==> config.mk <==
export PLATFORM = sky130hd
export DESIGN_NAME = dm_unloader
export DESIGN_NICKNAME = d
export VERILOG_FILES = /design/src/rtl/dm_unloader.sv
export SDC_FILE = /design/constraint.sdc
export NUM_CORES = 1
export LEC_CHECK = 0
export ABC_AREA = 1
export ABC_CLOCK_PERIOD_IN_PS = 2830
export CAP_MARGIN = 10
export CORE_UTILIZATION = 59
export CTS_CLUSTER_DIAMETER = 40
export DETAILED_ROUTE_END_ITERATION = 6
export GPL_ROUTABILITY_DRIVEN = 0
export PLACE_DENSITY = 0.85
export REMOVE_ABC_BUFFERS = 1
export SLEW_MARGIN = 30
export SYNTH_ARGS = -nofsm -noshare
export SYNTH_HDL_FRONTEND = slang
export SYNTH_SLANG_ARGS = --single-unit
==> constraint.sdc <==
create_clock -name clk -period 2.83 [get_ports clk]
set_clock_uncertainty 0.1 [all_clocks]
set_input_delay 0.566 -clock clk [delete_from_list [all_inputs] [get_ports clk]]
set_output_delay 0.566 -clock clk [all_outputs]
set_load 0.02 [all_outputs]
==> src/rtl/dm_unloader.sv <==
// Data-memory drain engine: reads a [base, base+len) window from a 2-cycle BRAM and streams it out.
// First word 3 cycles after start; reads are credited against FIFO space so backpressure never drops data.
module dm_unloader #(
  parameter int DATA_WIDTH   = 32,
  parameter int ADDR_WIDTH   = 8,
  parameter int READ_LATENCY = 2,
  parameter int FIFO_DEPTH   = 4
) (
  input  logic                  clk,
  input  logic                  rst_n,
  input  logic                  start,
  input  logic [ADDR_WIDTH-1:0] base_addr,
  input  logic [ADDR_WIDTH:0]   len,
  output logic                  busy,
  output logic                  done,
  output logic                  rden,
  output logic [ADDR_WIDTH-1:0] raddr,
  input  logic [DATA_WIDTH-1:0] rdata,
  output logic                  m_valid,
  input  logic                  m_ready,
  output logic [DATA_WIDTH-1:0] m_data,
  output logic                  m_last
);

  localparam logic [1:0] S_IDLE  = 2'd0;
  localparam logic [1:0] S_READ  = 2'd1;
  localparam logic [1:0] S_DRAIN = 2'd2;

  localparam int PW = (FIFO_DEPTH > 1) ? $clog2(FIFO_DEPTH) : 1;
  localparam int CW = $clog2(FIFO_DEPTH + READ_LATENCY + 1);

  logic [1:0]              state;
  logic [ADDR_WIDTH-1:0]   raddr_cnt;
  logic [ADDR_WIDTH:0]     rd_left;
  logic [ADDR_WIDTH:0]     wr_left;
  logic [READ_LATENCY-1:0] vld_sr;
  logic [DATA_WIDTH-1:0]   fifo_mem [FIFO_DEPTH];
  logic [PW-1:0]           wr_ptr;
  logic [PW-1:0]           rd_ptr;
  logic [CW-1:0]           fifo_count;
  logic [CW-1:0]           in_flight;
  logic                    done_r;
  logic                    push;
  logic                    pop;

  always_comb begin
    in_flight = '0;
    for (int i = 0; i < READ_LATENCY; i++) begin
      in_flight = in_flight + CW'(vld_sr[i]);
    end
  end

  // A read is only issued when its word is guaranteed a FIFO slot on arrival.
  assign rden    = (state == S_READ) && (rd_left != '0) &&
                   ((in_flight + fifo_count) < CW'(FIFO_DEPTH));
  assign raddr   = raddr_cnt;
  assign push    = vld_sr[READ_LATENCY-1];
  assign m_valid = (fifo_count != '0);
  assign pop     = m_valid && m_ready;
  assign m_data  = m_valid ? fifo_mem[rd_ptr] : '0;
  assign m_last  = m_valid && (wr_left == (ADDR_WIDTH+1)'(1));
  assign busy    = (state != S_IDLE);
  assign done    = done_r;

  always_ff @(posedge clk or negedge rst_n) begin
    if (!rst_n) begin
      state     <= S_IDLE;
      raddr_cnt <= '0;
      rd_left   <= '0;
      wr_left   <= '0;
      done_r    <= 1'b0;
    end else begin
      done_r <= 1'b0;
      case (state)
        S_IDLE: begin
          if (start) begin
            if (len != '0) begin
              state     <= S_READ;
              raddr_cnt <= base_addr;
              rd_left   <= len;
              wr_left   <= len;
            end else begin
              done_r <= 1'b1;
            end
          end
        end
        S_READ: begin
          if (rden) begin
            raddr_cnt <= raddr_cnt + 1'b1;
            rd_left   <= rd_left - 1'b1;
            if (rd_left == (ADDR_WIDTH+1)'(1)) state <= S_DRAIN;
          end
        end
        default: ;
      endcase
      if (pop && (wr_left != '0)) wr_left <= wr_left - 1'b1;
      if (pop && (wr_left == (ADDR_WIDTH+1)'(1))) begin
        state  <= S_IDLE;
        done_r <= 1'b1;
      end
    end
  end

  // Cleared on reset so data still returning from the BRAM afterwards is never captured.
  always_ff @(posedge clk or negedge rst_n) begin
    if (!rst_n) begin
      vld_sr <= '0;
    end else begin
      vld_sr <= (vld_sr << 1) | READ_LATENCY'(rden);
    end
  end

  always_ff @(posedge clk or negedge rst_n) begin
    if (!rst_n) begin
      wr_ptr     <= '0;
      rd_ptr     <= '0;
      fifo_count <= '0;
    end else begin
      if (push) wr_ptr <= (wr_ptr == PW'(FIFO_DEPTH-1)) ? '0 : wr_ptr + 1'b1;
      if (pop)  rd_ptr <= (rd_ptr == PW'(FIFO_DEPTH-1)) ? '0 : rd_ptr + 1'b1;
      case ({push, pop})
        2'b10:   fifo_count <= fifo_count + 1'b1;
        2'b01:   fifo_count <= fifo_count - 1'b1;
        default: ;
      endcase
    end
  end

  always_ff @(posedge clk) begin
    if (push) fifo_mem[wr_ptr] <= rdata;
  end

  a_no_overflow: assert property (@(posedge clk) disable iff (!rst_n)
    !(push && !pop && (fifo_count == CW'(FIFO_DEPTH))));

endmodule

==> impl_metrics.ini, run 1 <==
; synthesis and place-and-route metrics
[cells_and_area]
nets = 893
final_layout_top_logic_cells = nor2_1 (161), edfxtp_1 (128), nand2_1 (106)
n_all_inverters = 51
fillers = 771
reg_top3 = fifo_mem x128, rd_left x9, wr_left x9
area_growth_pct = 23.6
fin_cells = 1006
antenna_cells = 0
drive_gt1_frac = 0.0728
layout_top_cell = nor2_1
comb_cells = 477
clkbuf_count = 19
largest_class = sequential cells
largest_register = fifo_mem
clock_tree_area_fraction = 0.0595
buffer_area_frac = 0.126
buffers = 113
largest_reg_flops = 128
sh_comb_area = 0.247
ff_count = 166
logic_area_mm2 = 0.00227

[clock_tree]
clk_pin_slew_ns = 0.06
post_cts_buffers = 0
ctsResizeCount = 18
cts_buffers = 17
htreeDepth = 4
cts_buffer_depth = 2
ctsHoldBuffers = 0
clockRootBuffer = clkbuf_16

[route]
met3_length_um = 954
route.detailed.drc = 0
wl_met1_mm = 6.82
ant_nets = 0
top_layer = met4
drtPass1Iterations = 5
dr_wl_met2_mm = 8.30
dr.first_iter.drc_count = 510
drt-vias-per-instance = 5.53

[timing]
fin_tns_setup_ns = 0
hold_viol = 0
fmaxAchievable_mhz = 369
finalSetupViolations = 0
hold_slack_ns = 0.283
rsz0062_at_grt = no
min_period_over_period = 0.958
relSlewSlack = 0.509
drv_slew = 0
worstMarginPinSlew_ns = 0.734
fin_ws_ns = 0.118
min_period_ns = 2.71

[setup_path]
reg2reg_depth = 9
r2r_slack_ns = 0.58
regToRegStartpoint = fifo_count[1]$_DFFE_PN0P_
worstPathCellList = inv_2, buf_6, o21ai_0, a21oi_1, clkdlybuf4s50_1
path_class = reg2out
path_depth = 5
critPathTopFamily = buffers and inverters
cp_data_arrival_time_ns = 2.05
end_kind = output port
cpPeakStageDelay_ns = 0.62
slowest_stage = clkdlybuf4s50_1
r2r-end = fifo_count[2]$_DFFE_PN0P_
critical_path.startpoint = rd_ptr[0]$_DFFE_PN0P_
critPathMaxFanout = 26
worst_setup_path_start_kind = flop
crit_end = m_data[12]
worstPathRequired_ns = 2.16
crit_buf_inv = 3

[floorplan]
chipArea_mm2 = 0.0130
die_width_um = 114
taps = 168
fp.dieH_um = 114
top_level_ports = 98
fp_util = 0.612

[synth]
mux_area_frac = 0
yosys_area_mm2 = 0.00741
synth_cells = 726
yosys.area_share.simple = 0.172
topCellsByArea = edfxtp_1 (52%), dfrtp_1 (13%), nor2_1 (8.2%)
ys_seq_frac = 0.647
ys_ff = 166
ys_cells = 726
top_cells_by_count = nor2_1 (161), edfxtp_1 (128), nand2_1 (106), o21ai_0 (94), inv_1 (47)
yosys_warnings = 0
ff_type = edfxtp_1
top_area_frac = 0.518
synth-async-reset-ratio = 0.229
synth_top_cell_by_count = nor2_1
yosysTopAreaCell = edfxtp_1
aoi_share = 0.103
netlist_area_mm2 = 0.00741
syn-mean-instance-area_um2 = 10.2
adder_share = 0.0246
edf_count = 128
synth_cell_types = 32
synthTopLogicFamily = simple AND/OR/NAND/NOR gates

[power]
p_seq_w = 0.00355
p_leak_nw = 3.76
power_leader = combinational logic
power.density_mw_per_mm2 = 1130
power.total_w = 0.0104
seq_power_share = 0.341
intPower_w = 0.00620
power_switching_w = 0.00420
peakVddDrop_mv = 1.03
comb_cell_power_w = 0.00471
p_comb_frac = 0.453
sw_frac_of_total = 0.404

[global_routing]
grt_use_met3 = 0.0503
busiest_layer = met2
grt_max_degree = 45
grt_pass1_wl_mm = 25.6
grt.met1_usage = 0.324
grt_pass1_vias = 5459
antenna_found_initial = 0
use_met2 = 0.451
grt_overflow_total = 0

[placement]
placed_area_mm2 = 0.00859
pre_cts_ws_ns = 0.253
dpl.hpwl_mm = 10.2
port_buffers = 97
dp_cells = 975

[min_path]
min_from = vld_sr[0]$_DFF_PN0_
min_to = vld_sr[1]$_DFF_PN0_
min_path_cells = 0
hp-class = reg2reg

[job]
warnings = 31
max_cap_viol_count = 0

[outcome]
status = completed
Fig. 1: run 1, cells coloured by class
Fill, decap, tap and diode cells in grey.
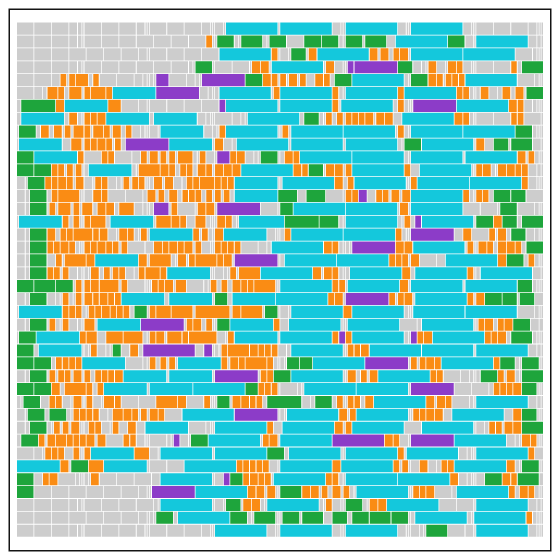
| colour | class | cells | share of their area |
|---|---|---|---|
| orange | all other logic | 528 | 27% |
| cyan | flip-flops | 166 | 54% |
| purple | clock drivers and dummy loads | 31 | 6.1% |
| green | other buffers and delay cells | 113 | 13% |
Rows: 40
Finished Cell Area: 0.00916 mm2
Seq/total area: 0.523
core area: 0.0121 mm2
post-layout util: 0.757

Fig. 2: run 1, signal wires by layer
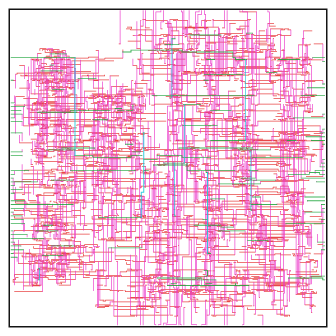
| colour | layer | wire length |
|---|---|---|
| red | met1 | 6820 um |
| magenta | met2 | 8300 um |
| cyan | met4 | 212 um |
| green | met3 | 954 um |
GRT Util Overall: 0.260
routed via count: 5561
WL/cell: 16.2 um
final WL: 16.3 mm

Fig. 3: run 1, pin map
Pins as bars across the die edge, other pins in grey.
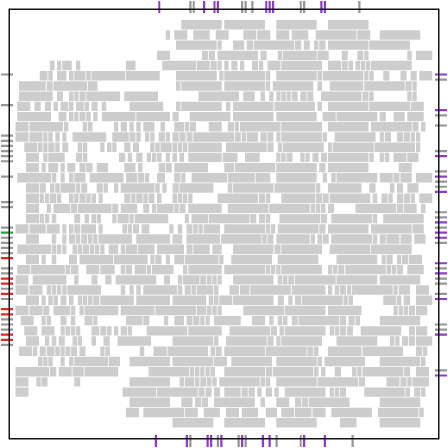
| colour | port | pins | direction | edge |
|---|---|---|---|---|
| red | raddr | 8 | output | left |
| green | m_ready | 1 | input | left |
| purple | rdata | 32 | input | 13 right, 10 bottom, 9 top |

Fig. 4: run 1, routed clock nets over the placement
Bar = 20 um.
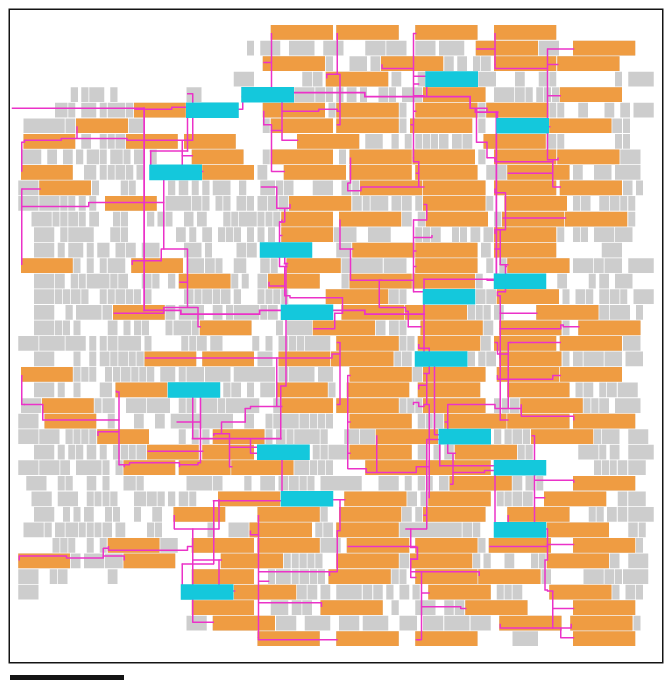
[orange] flip-flops | count: 166
[cyan] cells driving clock nets | count: 17
[magenta] clock wires | length: 1720 um
flops lie: all over the die
clk pwr: 0.00214 W
Clock Power Share: 0.206
Clock Latency Late Sink: 0.42 ns

Fig. 5: run 1, placed standard cells
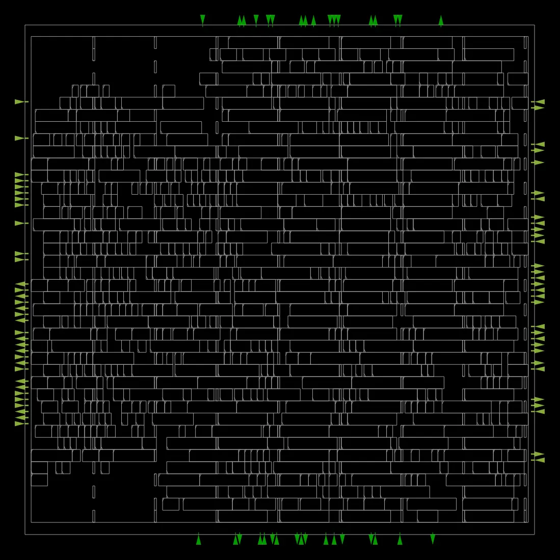

--- run 2 (diff from run 1) ---
--- a/config.mk
+++ b/config.mk
@@ -14,6 +14,7 @@
 export GPL_ROUTABILITY_DRIVEN = 0
 export PLACE_DENSITY = 0.85
 export REMOVE_ABC_BUFFERS = 1
+export SKIP_LAST_GASP = 1
 export SLEW_MARGIN = 30
 export SYNTH_ARGS = -nofsm -noshare
 export SYNTH_HDL_FRONTEND = slang
Fig. 6: run 2, placed standard cells
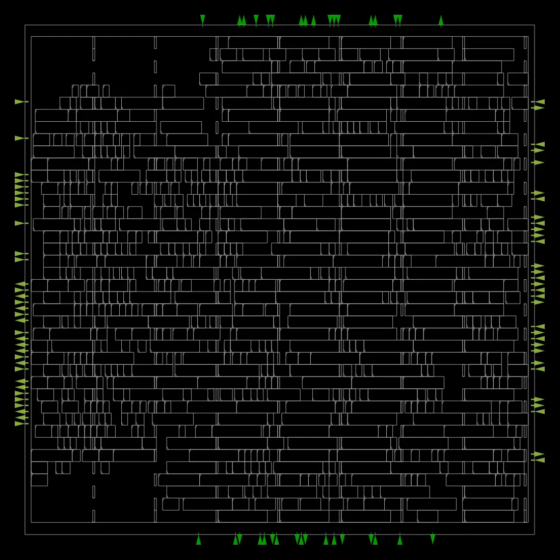
FILL cells: 769
Seq/total area: 0.523

==> impl_metrics.ini, run 2 <==
; synthesis and place-and-route metrics
[synth]
synth_top_cell_by_count = nor2_1
yosys_warnings = 0
yosys_area_mm2 = 0.00741
top_area_frac = 0.518
edf_count = 128
yosysTopAreaCell = edfxtp_1
yosys.area_share.simple = 0.172
adder_share = 0.0246
ys_seq_frac = 0.647
top_cells_by_count = nor2_1 (161), edfxtp_1 (128), nand2_1 (106), o21ai_0 (94), inv_1 (47)
synth_cells = 726
aoi_share = 0.103
topCellsByArea = edfxtp_1 (52%), dfrtp_1 (13%), nor2_1 (8.2%)
ff_type = edfxtp_1
synth-async-reset-ratio = 0.229
synth_cell_types = 32
syn-mean-instance-area_um2 = 10.2
netlist_area_mm2 = 0.00741
mux_area_frac = 0
ys_cells = 726
ys_ff = 166
synthTopLogicFamily = simple AND/OR/NAND/NOR gates

[floorplan]
row_count = 40
die_width_um = 114
core_area_mm2 = 0.0121
top_level_ports = 98
chipArea_mm2 = 0.0130
fp_util = 0.612
fp.dieH_um = 114

[timing]
worstMarginPinSlew_ns = 0.735
finalSetupViolations = 0
min_period_ns = 2.71
rsz0062_at_grt = no
relSlewSlack = 0.508
fmaxAchievable_mhz = 369
hold_slack_ns = 0.284
fin_ws_ns = 0.122
min_period_over_period = 0.957
fin_tns_setup_ns = 0
drv_slew = 0
hold_viol = 0

[setup_path]
critPathTopFamily = buffers and inverters
cp_data_arrival_time_ns = 2.04
worst_setup_path_start_kind = flop
worstPathCellList = inv_2, buf_6, o21ai_0, a21oi_1, clkdlybuf4s50_1
critPathMaxFanout = 26
worstPathRequired_ns = 2.16
path_class = reg2out
crit_buf_inv = 3
r2r-end = fifo_count[2]$_DFFE_PN0P_
r2r_slack_ns = 0.58
crit_end = m_data[12]
slowest_stage = clkdlybuf4s50_1
critical_path.startpoint = rd_ptr[0]$_DFFE_PN0P_
path_depth = 5
cpPeakStageDelay_ns = 0.62
regToRegStartpoint = fifo_count[1]$_DFFE_PN0P_

[cells_and_area]
finalInstanceArea_mm2 = 0.00917
buffer_area_frac = 0.126
nets = 893
largest_register = fifo_mem
sh_comb_area = 0.247
final_layout_top_logic_cells = nor2_1 (161), edfxtp_1 (128), nand2_1 (106)
clock_tree_area_fraction = 0.0595
ff_count = 166
comb_cells = 477
drive_gt1_frac = 0.0728
fin_cells = 1006
clkbuf_count = 19
antenna_cells = 0
largest_class = sequential cells
layout_top_cell = nor2_1
fin_util = 0.757
buffers = 113
largest_reg_flops = 128
logic_area_mm2 = 0.00227
reg_top3 = fifo_mem x128, rd_left x9, wr_left x9
n_all_inverters = 51
area_growth_pct = 23.7

[power]
p_comb_frac = 0.453
p_leak_nw = 3.77
power_switching_w = 0.00420
comb_cell_power_w = 0.00471
pwr-share-clk = 0.206
power_leader = combinational logic
sw_frac_of_total = 0.404
p_seq_w = 0.00354
pg_clk_w = 0.00214
power.total_w = 0.0104
peakVddDrop_mv = 1.03
intPower_w = 0.00620
power.density_mw_per_mm2 = 1130
seq_power_share = 0.341

[route]
met3_length_um = 934
dr_wl_met2_mm = 8.30
drt-vias-per-instance = 5.52
wl_per_cell_um = 16.2
route.detailed.drc = 0
ant_nets = 0
drtPass1Iterations = 7
wl_mm = 16.2
top_layer = met4
dr.first_iter.drc_count = 510
wl_met1_mm = 6.81
vias = 5558

[min_path]
min_path_cells = 0
min_to = vld_sr[1]$_DFF_PN0_
min_from = vld_sr[0]$_DFF_PN0_
hp-class = reg2reg

[clock_tree]
clockRootBuffer = clkbuf_16
ctsResizeCount = 17
cts_tree = built
clock_latency_ns = 0.42
ctsHoldBuffers = 0
cts_buffers = 17
clock_sinks = 166
post_cts_buffers = 0
cts_buffer_depth = 2
clk_pin_slew_ns = 0.06

[placement]
dp_cells = 975
placed_area_mm2 = 0.00859
port_buffers = 97
dpl.hpwl_mm = 10.2
pre_cts_ws_ns = 0.253

[outcome]
status = completed

[global_routing]
grt_pass1_wl_mm = 25.6
use_met2 = 0.451
grt.met1_usage = 0.324
antenna_found_initial = 0
grt_overflow_total = 0
grt_use_met3 = 0.0503
grt_pass1_vias = 5459
grt_max_degree = 45
busiest_layer = met2
groute.usage.overall = 0.260

[job]
max_cap_viol_count = 0
warnings = 32
Fig. 7: run 2, routed clock nets over the placement
Bar = 20 um.
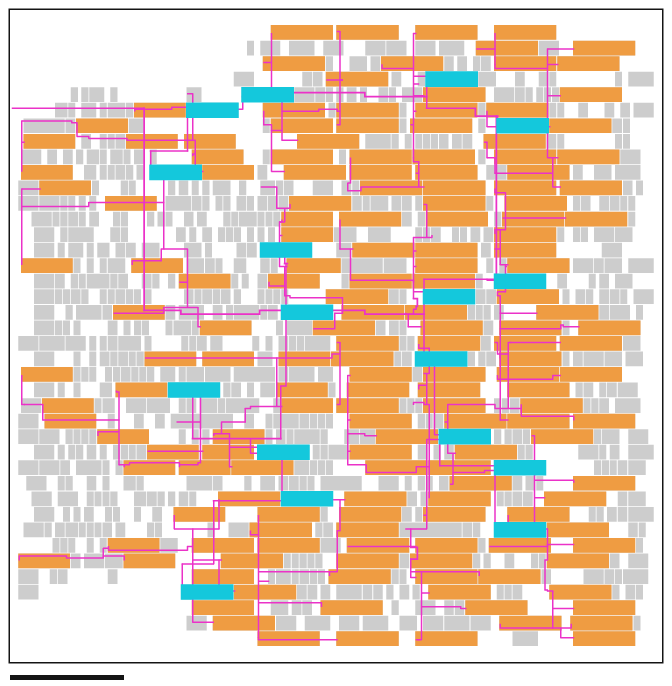

--- run 3 (diff from run 2) ---
--- a/config.mk
+++ b/config.mk
@@ -6,13 +6,14 @@
 export NUM_CORES = 1
 export LEC_CHECK = 0
 export ABC_AREA = 1
-export ABC_CLOCK_PERIOD_IN_PS = 2830
+export ABC_CLOCK_PERIOD_IN_PS = 3060
 export CAP_MARGIN = 10
-export CORE_UTILIZATION = 59
+export CORE_UTILIZATION = 55
 export CTS_CLUSTER_DIAMETER = 40
 export DETAILED_ROUTE_END_ITERATION = 6
 export GPL_ROUTABILITY_DRIVEN = 0
-export PLACE_DENSITY = 0.85
+export HOLD_SLACK_MARGIN = 0.03
+export PLACE_DENSITY = 0.8
 export REMOVE_ABC_BUFFERS = 1
 export SKIP_LAST_GASP = 1
 export SLEW_MARGIN = 30
==> constraint.sdc (replaced) <==
create_clock -name clk -period 3.06 [get_ports clk]
set_clock_uncertainty 0.1 [all_clocks]
set_input_delay 0.612 -clock clk [delete_from_list [all_inputs] [get_ports clk]]
set_output_delay 0.612 -clock clk [all_outputs]
set_load 0.02 [all_outputs]
Fig. 8: run 3, routed clock nets over the placement
Bar = 20 um.
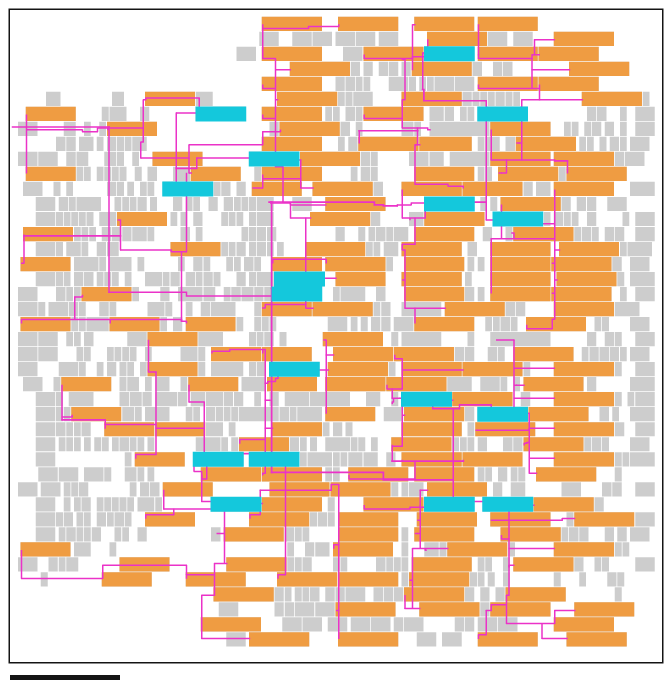
[cyan] cells driving clock nets | count: 17
[orange] flip-flops | count: 166
[magenta] clock wires | length: 1640 um
routed clock nets: 18
clk pwr: 0.00201 W
Clock Latency Late Sink: 0.41 ns

==> impl_metrics.ini, run 3 <==
; synthesis and place-and-route metrics
[outcome]
status = completed

[setup_path]
regToRegStartpoint = fifo_count[0]$_DFFE_PN0P_
cpPeakStageDelay_ns = 0.55
worstPathCellList = nor3_4, buf_12, a21oi_1, clkdlybuf4s50_1
worstPathRequired_ns = 2.35
critPathTopFamily = buffers and inverters
critPathMaxFanout = 25
critical_path.startpoint = fifo_count[1]$_DFFE_PN0P_
slowest_stage = clkdlybuf4s50_1
r2r_slack_ns = 0.90
crit_buf_inv = 2

[synth]
netlist_area_mm2 = 0.00741
syn-mean-instance-area_um2 = 10.2
yosys_warnings = 0
ys_seq_frac = 0.647
top_cells_by_count = nor2_1 (161), edfxtp_1 (128), nand2_1 (106), o21ai_0 (94), inv_1 (47)
ff_type = edfxtp_1
adder_share = 0.0246
top_area_frac = 0.518
yosys.area_share.simple = 0.172
synthTopLogicFamily = simple AND/OR/NAND/NOR gates

[floorplan]
fp_util = 0.562
core_area_mm2 = 0.0132
top_level_ports = 98
chipArea_mm2 = 0.0139

[global_routing]
grt_max_degree = 48
grt.met1_usage = 0.314
grt_use_met3 = 0.0484
groute.usage.overall = 0.239
use_met2 = 0.399
antenna_found_initial = 0
grt_pass1_vias = 5478

[power]
power.total_w = 0.00975
power_leader = combinational logic
peakVddDrop_mv = 0.684
p_seq_w = 0.00327
power_switching_w = 0.00382
sw_frac_of_total = 0.392
seq_power_share = 0.336
pwr-share-clk = 0.206

[route]
met3_length_um = 888
wl_mm = 15.6
route.detailed.drc = 0
drt-vias-per-instance = 5.35
ant_nets = 0
dr_wl_met2_mm = 7.71
wl_met1_mm = 6.81
wl_per_cell_um = 15.3

[cells_and_area]
logic_area_mm2 = 0.00227
fin_cells = 1017
fin_util = 0.699
n_all_inverters = 51
antenna_cells = 0
clock_tree_area_fraction = 0.0613
layout_top_cell = nor2_1
reg_top3 = fifo_mem x128, rd_left x9, wr_left x9
buffer_area_frac = 0.128
area_growth_pct = 24.4
drive_gt1_frac = 0.0797
comb_cells = 477
sh_comb_area = 0.246
finalInstanceArea_mm2 = 0.00922
clkbuf_count = 18
buffers = 115
largest_register = fifo_mem

[timing]
rsz0062_at_grt = no
finalSetupViolations = 0
hold_slack_ns = 0.292
relSlewSlack = 0.642
fmaxAchievable_mhz = 343
hold_viol = 0

[clock_tree]
clockRootBuffer = clkbuf_16
post_cts_buffers = 2
cts_buffer_depth = 2
cts_tree = built
cts_buffers = 17
ctsHoldBuffers = 0

[min_path]
min_from = vld_sr[0]$_DFF_PN0_

[placement]
pre_cts_ws_ns = 0.388

[job]
warnings = 32
Power is estimated from default activity; no workload was simulated.
